--- config.mk ---
export PLATFORM = sky130hd
export DESIGN_NAME = uart_rx_fifo
export DESIGN_NICKNAME = d
export VERILOG_FILES = /design/src/rtl/uart_rx_fifo.sv
export SDC_FILE = /design/constraint.sdc
export NUM_CORES = 1
export LEC_CHECK = 0
export CAP_MARGIN = 5
export CORE_MARGIN = 3
export CORE_UTILIZATION = 45
export CTS_BUF_LIST = sky130_fd_sc_hd__clkbuf_4
export CTS_CLUSTER_SIZE = 20
export DETAILED_ROUTE_END_ITERATION = 16
export SLEW_MARGIN = 20
export SYNTH_ARGS = -nofsm -noshare
export SYNTH_HDL_FRONTEND = slang
export SYNTH_SLANG_ARGS = --single-unit
--- constraint.sdc ---
create_clock -name clk -period 2.7 [get_ports clk]
set_input_delay 0.27 -clock clk [delete_from_list [all_inputs] [get_ports clk]]
set_output_delay 0.27 -clock clk [all_outputs]
set_load 0.01 [all_outputs]
--- src/rtl/uart_rx_fifo.sv ---
// Oversampling UART receiver with configurable frame format feeding a first-word-fall-through FIFO.
// Optional flow control output rts is built only when UART_RX_RTS_EN is defined.
module uart_rx_fifo #(
  parameter int CLK_FRQ    = 50_000_000,
  parameter int BAUD_RATE  = 115200,
  parameter int OVERSAMPLE = 16,
  parameter int DATA_BITS  = 8,
  parameter int PARITY     = 1,
  parameter int STOP_BITS  = 1,
  parameter int FIFO_DEPTH = 16,
  parameter int RTS_MARGIN = 4
) (
  input  logic                          clk,
  input  logic                          reset,
  input  logic                          rx,
  output logic [DATA_BITS-1:0]          rd_data,
  output logic                          rd_valid,
  input  logic                          rd_ready,
  output logic [$clog2(FIFO_DEPTH):0]   count,
  output logic                          busy,
  output logic                          parity_err,
  output logic                          frame_err,
  output logic                          overrun
`ifdef UART_RX_RTS_EN
  , output logic                        rts
`endif
);

  localparam int DIV   = (CLK_FRQ + (BAUD_RATE * OVERSAMPLE) / 2) / (BAUD_RATE * OVERSAMPLE);
  localparam int DIV_W = (DIV > 1) ? $clog2(DIV) : 1;
  localparam int S_W   = $clog2(OVERSAMPLE);
  localparam int B_W   = $clog2(DATA_BITS);
  localparam int P_W   = $clog2(FIFO_DEPTH);

  localparam logic [DIV_W-1:0] DIV_LAST = DIV_W'(DIV - 1);
  localparam logic [S_W-1:0]   S_MID    = S_W'(OVERSAMPLE / 2 - 1);
  localparam logic [S_W-1:0]   S_LAST   = S_W'(OVERSAMPLE - 1);
  localparam logic [B_W-1:0]   B_LAST   = B_W'(DATA_BITS - 1);
  localparam logic             STOP_LAST = 1'(STOP_BITS - 1);
  localparam logic [P_W:0]     FULL_CNT = (P_W + 1)'(FIFO_DEPTH);

  if (RTS_MARGIN < 0 || RTS_MARGIN >= FIFO_DEPTH) begin : g_bad_margin
    $error("RTS_MARGIN must lie in 0..FIFO_DEPTH-1");
  end

  typedef enum logic [2:0] {
    ST_WAIT_IDLE, ST_IDLE, ST_START, ST_DATA, ST_PAR, ST_STOP
  } state_t;

  state_t               state;
  logic                 rx_q1, rx_s;
  logic [DIV_W-1:0]     div;
  logic [S_W-1:0]       s;
  logic [B_W-1:0]       bit_idx;
  logic                 stop_idx;
  logic [DATA_BITS-1:0] shreg;
  logic                 par_bad, stop_bad;
  logic [P_W-1:0]       wr_ptr, rd_ptr;
  logic [DATA_BITS-1:0] mem [FIFO_DEPTH];

  logic tick, mid, bit_end, start_det, complete, push, pop, full, wr_en;

  always_comb begin
    tick      = (div == DIV_LAST);
    mid       = tick && (s == S_MID);
    bit_end   = tick && (s == S_LAST);
    start_det = (state == ST_IDLE) && !rx_s;
    complete  = (state == ST_STOP) && mid && (stop_idx == STOP_LAST);
    push      = complete && rx_s && !stop_bad && !par_bad;
    pop       = rd_valid && rd_ready;
    full      = (count == FULL_CNT);
    wr_en     = push && (!full || pop);
    busy      = (state != ST_IDLE) && (state != ST_WAIT_IDLE);
  end

  always_ff @(posedge clk or posedge reset) begin
    if (reset) begin
      rx_q1 <= 1'b1;
      rx_s  <= 1'b1;
    end else begin
      rx_q1 <= rx;
      rx_s  <= rx_q1;
    end
  end

  always_ff @(posedge clk or posedge reset) begin
    if (reset)                  div <= '0;
    else if (start_det || tick) div <= '0;
    else                        div <= div + 1'b1;
  end

  always_ff @(posedge clk or posedge reset) begin
    if (reset) begin
      state      <= ST_WAIT_IDLE;
      s          <= '0;
      bit_idx    <= '0;
      stop_idx   <= 1'b0;
      shreg      <= '0;
      par_bad    <= 1'b0;
      stop_bad   <= 1'b0;
      parity_err <= 1'b0;
      frame_err  <= 1'b0;
      overrun    <= 1'b0;
    end else begin
      parity_err <= 1'b0;
      frame_err  <= 1'b0;
      overrun    <= 1'b0;
      if (tick) s <= (s == S_LAST) ? '0 : s + 1'b1;
      unique case (state)
        ST_WAIT_IDLE: if (rx_s) state <= ST_IDLE;
        ST_IDLE: begin
          if (!rx_s) begin
            state <= ST_START;
            s     <= '0;
          end
        end
        ST_START: begin
          if (mid && rx_s) state <= ST_IDLE;
          else if (bit_end) begin
            state   <= ST_DATA;
            bit_idx <= '0;
          end
        end
        ST_DATA: begin
          if (mid) shreg <= {rx_s, shreg[DATA_BITS-1:1]};
          if (bit_end) begin
            if (bit_idx == B_LAST) begin
              state    <= (PARITY == 0) ? ST_STOP : ST_PAR;
              stop_idx <= 1'b0;
              stop_bad <= 1'b0;
              par_bad  <= 1'b0;
            end else begin
              bit_idx <= bit_idx + 1'b1;
            end
          end
        end
        ST_PAR: begin
          if (mid) par_bad <= ((rx_s ^ (^shreg)) != (PARITY == 2));
          if (bit_end) state <= ST_STOP;
        end
        ST_STOP: begin
          // The last stop bit finishes the frame at its mid-point, so a
          // following start edge is never missed under baud skew.
          if (complete) begin
            if (!rx_s || stop_bad) begin
              frame_err <= 1'b1;
              state     <= ST_WAIT_IDLE;
            end else if (par_bad) begin
              parity_err <= 1'b1;
              state      <= ST_IDLE;
            end else begin
              overrun <= full && !pop;
              state   <= ST_IDLE;
            end
          end else begin
            if (mid && !rx_s) stop_bad <= 1'b1;
            if (bit_end) stop_idx <= 1'b1;
          end
        end
        default: state <= ST_WAIT_IDLE;
      endcase
    end
  end

  always_ff @(posedge clk) begin
    if (wr_en) mem[wr_ptr] <= shreg;
  end

  always_ff @(posedge clk or posedge reset) begin
    if (reset) begin
      wr_ptr <= '0;
      rd_ptr <= '0;
      count  <= '0;
    end else begin
      if (wr_en) wr_ptr <= wr_ptr + 1'b1;
      if (pop)   rd_ptr <= rd_ptr + 1'b1;
      unique case ({wr_en, pop})
        2'b10:   count <= count + 1'b1;
        2'b01:   count <= count - 1'b1;
        default: ;
      endcase
    end
  end

  always_comb begin
    rd_valid = (count != '0);
    rd_data  = '0;
    if (rd_valid) rd_data = mem[rd_ptr];
  end

`ifdef UART_RX_RTS_EN
  always_ff @(posedge clk or posedge reset) begin
    if (reset) rts <= 1'b0;
    else       rts <= (FIFO_DEPTH - int'(count)) > RTS_MARGIN;
  end
`endif

endmodule
==> run_1/clock_wires.png <==
Scale bar: 50 um.
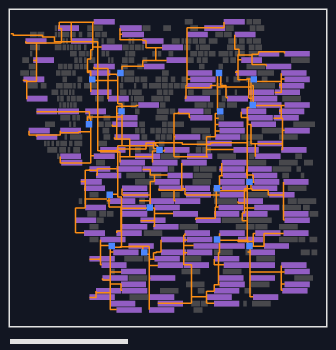
[orange] clock wires | length: 1810 um
[blue] clock-net drivers | count: 17
[purple] flip-flops | count: 172
flops lie	spread over the die
routed clock nets	18

==> run_1/gates.png <==
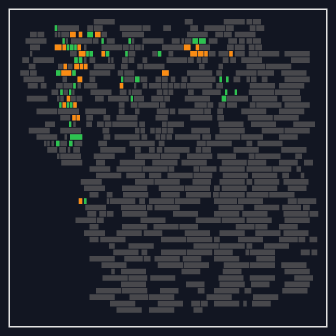
color	family	cells	most used
green	nand cells	38	nand2_1
orange	aoi and oai cells	28	a21oi_1
Top cell excl fill/tap: edfxtp_1
Comb/total area: 27.0%
Finished Layout Cells: 726

==> results.txt, run 1 <==
Status: finished, violations left
Violated checks: setup timing
Area Growth Syn to Fin: 15.6%
Hold Vio Cnt, Final: 0
GRT Util Overall: 17.4%
Crit path from: rd_ptr[0]
Starting Density: 46.2%
Met1 GRT Util: 24.0%
List of most frequent post-synthesis cells: 128 x edfxtp_1, 42 x dfrtp_1, 24 x and2_1
Die area: 18000 um^2
Number of max-cap violations: 0
Syn. warnings: 0
CP arrival: 2570 ps
Top cell category: flip-flops and latches
CTS hold repair buffers: 0
DP Area: 8080 um^2
Number of port buffers: 21
Most common cell in the synthesized netlist: edfxtp_1
Worst setup SP type: register
XOR Share, Synth: 2.72%
Top Consumer: registers
Post-CTS resize count: 55
Crit share post-route: 105%
Clock skew: 18.6 ps
Largest net degree at the start of global routing: 36
Hold WS: 83.2 ps
Synth cell types: 52
Clk. pwr: 0.00144 W
Comb area: 2310 um^2
Log Warnings: 32
Slew HR: 56.9%
Top Layout Cells: 128 x edfxtp_1, 41 x dfrtp_1, 41 x buf_4
Vias in the first global route: 4013
AO/OA Area Share: 3.64%
Uppermost routed layer: met4
Switching fraction of total power: 24.3%
Post-layout net count: 515
CTS tree: yes
Int Power: 0.00362 W
Mapped cell area: 7390 um^2
Clk root buf: clkbuf_4
Yosys Instances: 423
Global-route wire length before repair: 23300 um
Reg with most FFs: mem
Worst Setup Slack, final: -143 ps
PD cells: 560 nW/um^2
Combinational power: 0.000429 W
Chip Area, Yosys: 7390 um^2
Worst min-delay path class: input pin to async pin
Clk pwr share: 30.0%
CLK BUF: 18
Post-Place Cells: 677
Endpoints failing setup: 8
Die width: 134 um
Reg2reg end: count[4]
Met3 routed WL: 773 um
CTS clk-pin slew, worst paths: 140 ps
GR Util met3: 4.16%
Die H: 134 um
Net switching power: 0.00117 W
R2R depth: 9
Layout non-clock buf frac: 8.30%
Critical path endpoint: rd_data[2]
Final wirelength: 14600 um
RSZ-0062 raised after global routing: true
Most used cell, CP: buf_6
Met2 Wirelength: 7500 um
Number of cells on the critical path: 7
Period minus WS final: 2840 ps
Combinational Gates: 225
Seq pwr: 0.00292 W
CTS Buffer Depth: 2
Comb pwr share: 9.0%
Primary FF master, synth: edfxtp_1
Max-slew violations: 0
Flop pwr share: 61.0%
Number of flops mapped to enable cells by yosys: 128
Pre-CTS WS: 42.4 ps
Fmax: 352 MHz
Initial antenna violation count: 0
Simple Share, Synth: 7.28%
FF-to-FF setup slack: 130 ps
Nonclk buf count: 73
M1 WL: 6190 um
Comb area leader: multiplexers
Syn_area_per_cell: 17.5 um^2
Initial DRT Pass Iterations: 8
Mux cell area share: 14.9%
Total nets after synthesis: 441
Number of buffers created by CTS: 17
Finished layout cell area: 8540 um^2
Non-clock inverter total of the final layout: 8
Post-Synth Adder-Cell Area: 2.47%
CP max stage cell: dfrtp_2
HPWL Detailed: 9320 um
Least-Margin Pin Slew: 647 ps
Antenna Violating Nets Remaining: 0
#FFs+latches synth: 172
Worst skew pair latency: 550 ps
Cell family with most CP delay: multiplexers
ANT cells: 0
Residual DRC count: 0
Final setup TNS: -1030 ps
Fillers: 1321
Worst r2r src: count[0]
Vias per cell: 5.38
Max FO, Critical Path: 4
Clock network area share: 3.28%
FF+latch area: 4950 um^2
Wirelength per Cell: 20.1 um
Synth Seq Share: 66.9%
Crit path kind: register to output pin
Top cells, area: edfxtp_1 52%, dfrtp_1 14%, mux4_2 7.0%, mux4_1 6.0%, ha_1 2.2%
Post-CTS repair timing setup buffer count: 8
Area leader share: 52.0%
Grt total ovfl: 0
Crit path cell chain: buf_4 > buf_6 > buf_6 > mux4_2 > mux4_2 > and2_4 > buf_6
Critical path required time: 2430 ps
Total vias in the final route: 3908
Share of cells above drive strength 1: 29.8%
Critical path buffers and inverters: 4
DR iter-0 viols: 249
Ys async rst share: 25.6%
Power Total: 0.00479 W
Area of the core: 16000 um^2
Clk sink count: 172
Post-synth top area cell: edfxtp_1
Largest regs: mem (128), shreg (8)
Grt peak-use layer: met2
H-tree depth: 4
Critical path's largest stage delay: 480 ps
Cells after Synth: 423
Static Leak: 3.51 nW
IO Pins: 22
==> run_1/placed.png <==
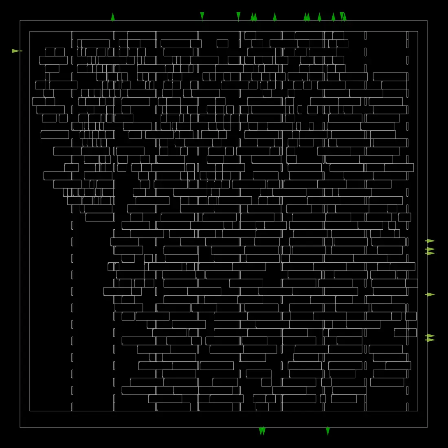
Well Taps: 216
Final Core Density: 53.4%
flop count: 172
Placement Rows: 46
fraction of area in registers: 57.9%

==> run_1/m2.png <==
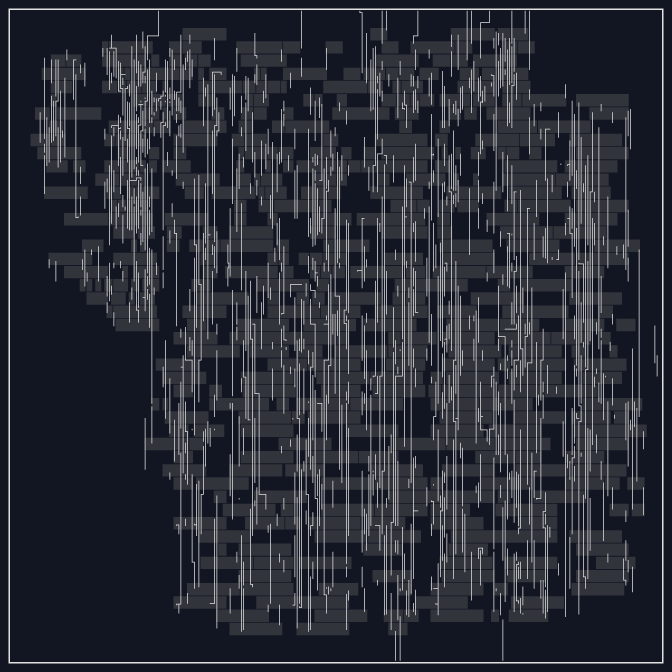

==> inputs of run 2 (changes only) <==
--- a/config.mk
+++ b/config.mk
@@ -7,10 +7,12 @@
 export LEC_CHECK = 0
 export CAP_MARGIN = 5
 export CORE_MARGIN = 3
-export CORE_UTILIZATION = 45
+export CORE_UTILIZATION = 56
 export CTS_BUF_LIST = sky130_fd_sc_hd__clkbuf_4
 export CTS_CLUSTER_SIZE = 20
 export DETAILED_ROUTE_END_ITERATION = 16
+export GPL_TIMING_DRIVEN = 0
+export PLACE_DENSITY = 0.76
 export SLEW_MARGIN = 20
 export SYNTH_ARGS = -nofsm -noshare
 export SYNTH_HDL_FRONTEND = slang
==> run_2/m2.png <==
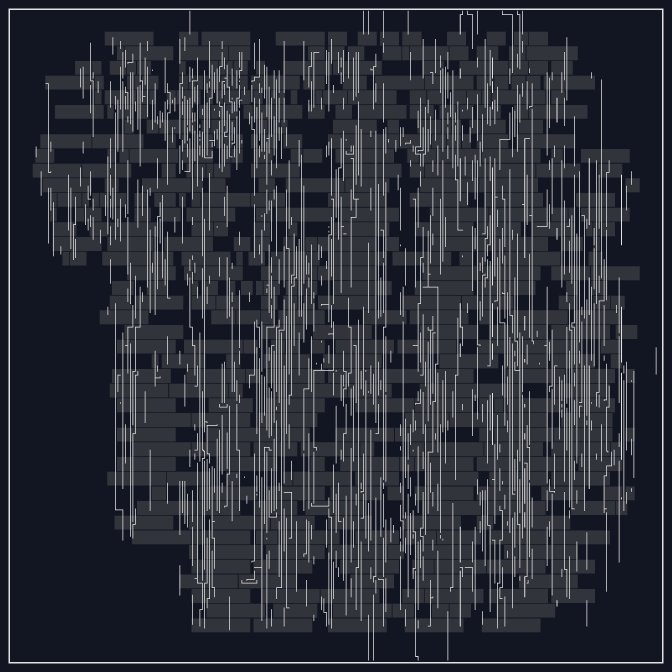
share of all routed wire	51%
nets with wire on the layer	453
M2 GR Usage: 33.0%
final wirelength: 13900 um
total vias in the final route: 3950

==> run_2/placed.png <==
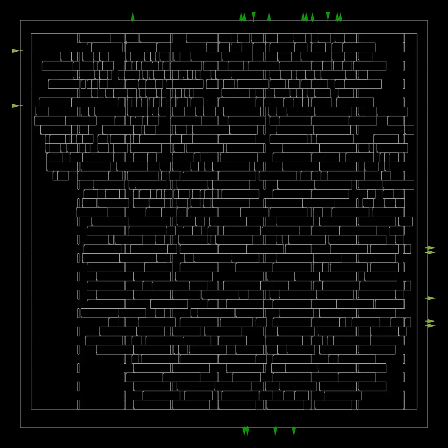
fraction of area in registers: 59.4%
fillers: 875
Placement Rows: 41

==> run_2/clock_wires.png <==
Scale bar: 20 um.
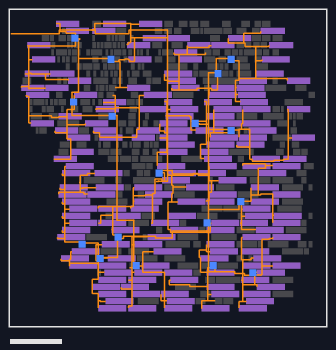
[blue] clock-net drivers | count: 17
[orange] clock wires | length: 1740 um
[purple] flip-flops | count: 172
routed clock nets	18

==> run 2 against run 1 <==
- the run still ends with setup timing left
- critical path depth fell by 1
- core utilization rose by 12 points
- non-clock buffer count fell by 15
==> results.txt, run 2 <==
Switching fraction of total power: 25.5%
Area Growth Syn to Fin: 12.8%
Power Total: 0.00459 W
ANT cells: 1
Max FO, Critical Path: 8
Post-CTS resize count: 75
Seq pwr: 0.00294 W
Comb/total area: 28.3%
Initial DRT Pass Iterations: 5
Crit path cell chain: buf_12 > buf_12 > mux4_2 > mux4_2 > and2_4 > buf_6
Number of buffers created by CTS: 17
Worst Setup Slack, final: -182 ps
Critical path buffers and inverters: 3
Finished Layout Cells: 668
Cell family with most CP delay: multiplexers
Cells after Synth: 423
Critical path required time: 2430 ps
Comb area leader: multiplexers
GR Util met3: 4.48%
Largest regs: mem (128), shreg (8)
Post-Synth Adder-Cell Area: 2.47%
CLK BUF: 17
R2R depth: 9
Mapped cell area: 7390 um^2
Grt total ovfl: 0
CTS clk-pin slew, worst paths: 130 ps
Slew HR: 53.8%
Endpoints failing setup: 8
Mux cell area share: 14.9%
Ys async rst share: 25.6%
Uppermost routed layer: met4
Comb pwr share: 9.3%
Post-synth top area cell: edfxtp_1
Area of the core: 12800 um^2
RSZ-0062 raised after global routing: true
FF-to-FF setup slack: 80 ps
Clk pwr share: 26.8%
Wirelength per Cell: 20.8 um
Top Consumer: registers
Grt peak-use layer: met2
Number of cells on the critical path: 6
Largest net degree at the start of global routing: 35
Non-clock inverter total of the final layout: 8
Syn_area_per_cell: 17.5 um^2
Worst skew pair latency: 560 ps
Worst min-delay path class: input pin to register
Violated checks: setup timing
Number of port buffers: 21
Clk root buf: clkbuf_4
Die width: 121 um
Worst setup SP type: register
Antenna Violating Nets Remaining: 0
Met3 routed WL: 760 um
IO Pins: 22
Log Warnings: 32
Critical path endpoint: rd_data[4]
Global-route wire length before repair: 21900 um
Area leader share: 52.0%
Status: finished, violations left
Flop count: 172
DR iter-0 viols: 431
DP Area: 7890 um^2
Met1 GRT Util: 27.9%
HPWL Detailed: 9050 um
Hold WS: 98.8 ps
Clock network area share: 2.73%
Power is estimated from default activity; no workload was simulated.
